**Layout detail**

Window x 38 to 63, y 38 to 63 µm. Cells in grey, sequential cells in the stronger grey; small squares are vias.
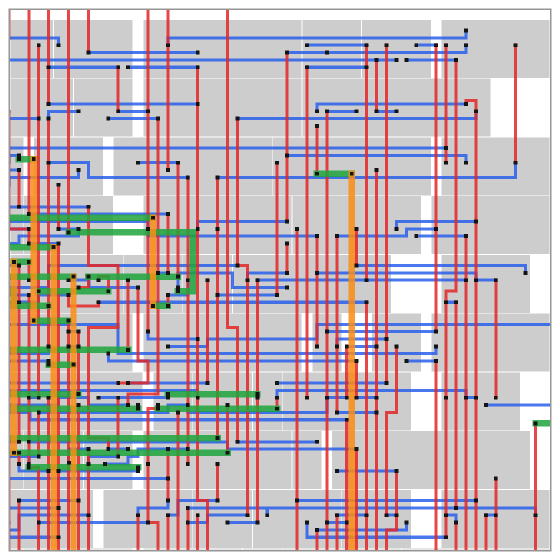
**Signal wires on met1**

Drawn at 4 px/µm.
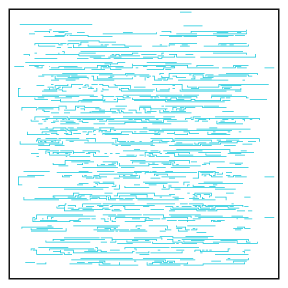
**Routing congestion map**

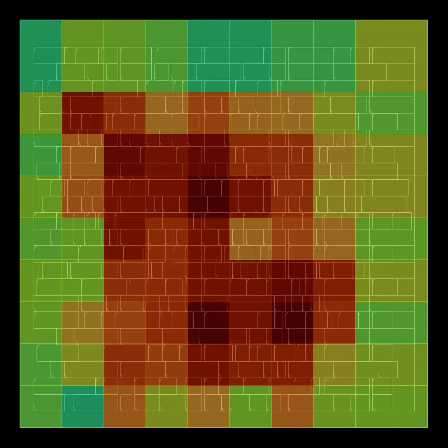
Design control_sequencer, sky130hd; sources not shown.
==> flow_summary.json <==
{
  "timing.fmax_mhz": 264,
  "top_cell": "nor2_1",
  "num_antenna_cells": 0,
  "clkSlewWorstSetupHoldPaths_ns": 0.03,
  "top_cells_by_count": "25 x nor2_1, 21 x nand2_1, 13 x a21oi_1, 13 x nor3_1, 12 x and2_1",
  "power.leakage_nw": 1.40,
  "rrSetupSlack_ns": 0.98,
  "ys_warn_count": 6,
  "cp.required_ns": 2.55,
  "drv_slew": 0,
  "powerSeq_mw": 0.107,
  "p_clk_mw": 0.112,
  "drc": 0,
  "violations": "negative setup slack",
  "fin_crit_ns": 3.79,
  "met1_length_um": 3190,
  "placed_cell_area_mm2": 0.00286,
  "pwr-share-seq_pct": 12.4,
  "clk_latency_ns": 0.23,
  "final-setup-viol-count": 37,
  "die_w_um": 67.0,
  "powerDensity_mw_per_mm2": 256,
  "outcome": "finished with violations",
  "portBuffers": 48,
  "pg_comb_mw": 0.645,
  "fp_nets": 253,
  "cp_slowest_cell": "nor4b_4",
  "grt_pass1_wl_um": 12000,
  "slew_headroom_pct": 54.5,
  "chipArea_mm2": 0.00449,
  "cp.buffers_inverters": 4,
  "power.switching_mw": 0.426,
  "clkPwrFrac_pct": 13.0,
  "cts_tree": "built",
  "drtIter0Drc": 288,
  "coreArea_mm2": 0.00374,
  "critPathTopFamily": "simple AND/OR/NAND/NOR gates",
  "timing.final.ws_setup_ns": -0.393,
  "cts_setup_buffers": 20,
  "cts-resized-gates": 91,
  "largest_register_ffs": 4,
  "combPwrFrac_pct": 74.6,
  "ys_ff": 5,
  "grt_pass1_vias": 2296
}
-- 'layout detail' (at the start) --
| layer | colour |
|---|---|
| met1 | blue |
| met4 | orange |
| met2 | red |
| met3 | green |
cells with their middle in the window: 46
sequential cells in the window: 0
most frequent: buf_12 (8), buf_4 (6), nor3b_4 (4)

-- 'signal wires on met1' (at the start) --
share of all routed wire: 37%
longest straight run: 40.5 µm
nets with wire on the layer: 289
main direction: horizontal
wire length on this layer: 3190 µm
grt met1 use: 40.0%
vias after detailed routing: 2433

-- 'routing congestion map' (at the start) --
M3 GR Usage: 7.60%
routed len/inst: 22.8 µm

[cells by family (layout without fill, tap and decap cells)]
| family | after synthesis | after routing | synth area share (%) |
|---|---|---|---|
| other | 1 | 1 | 0.262 |
| buffers and inverters | 25 | 133 | 10.1 |
| XOR/XNOR | 2 | 2 | 1.23 |
| multiplexers | 3 | 3 | 2.10 |
| flip-flops | 5 | 5 | 7.00 |
| AND-OR/OR-AND | 55 | 55 | 25.9 |
| AND/OR/NAND/NOR | 126 | 126 | 53.4 |
[final cells by class]
cell class | count | area, µm²
multi-input combinational | 187 | 1670
sequential | 5 | 100
fill | 130 | 360
clock buffer | 4 | 45.0
timing repair buffer | 125 | 1490
tap | 48 | 60.1
inverter | 4 | 20.0
Power figures rest on the tool's default switching activity, not on a simulated workload.
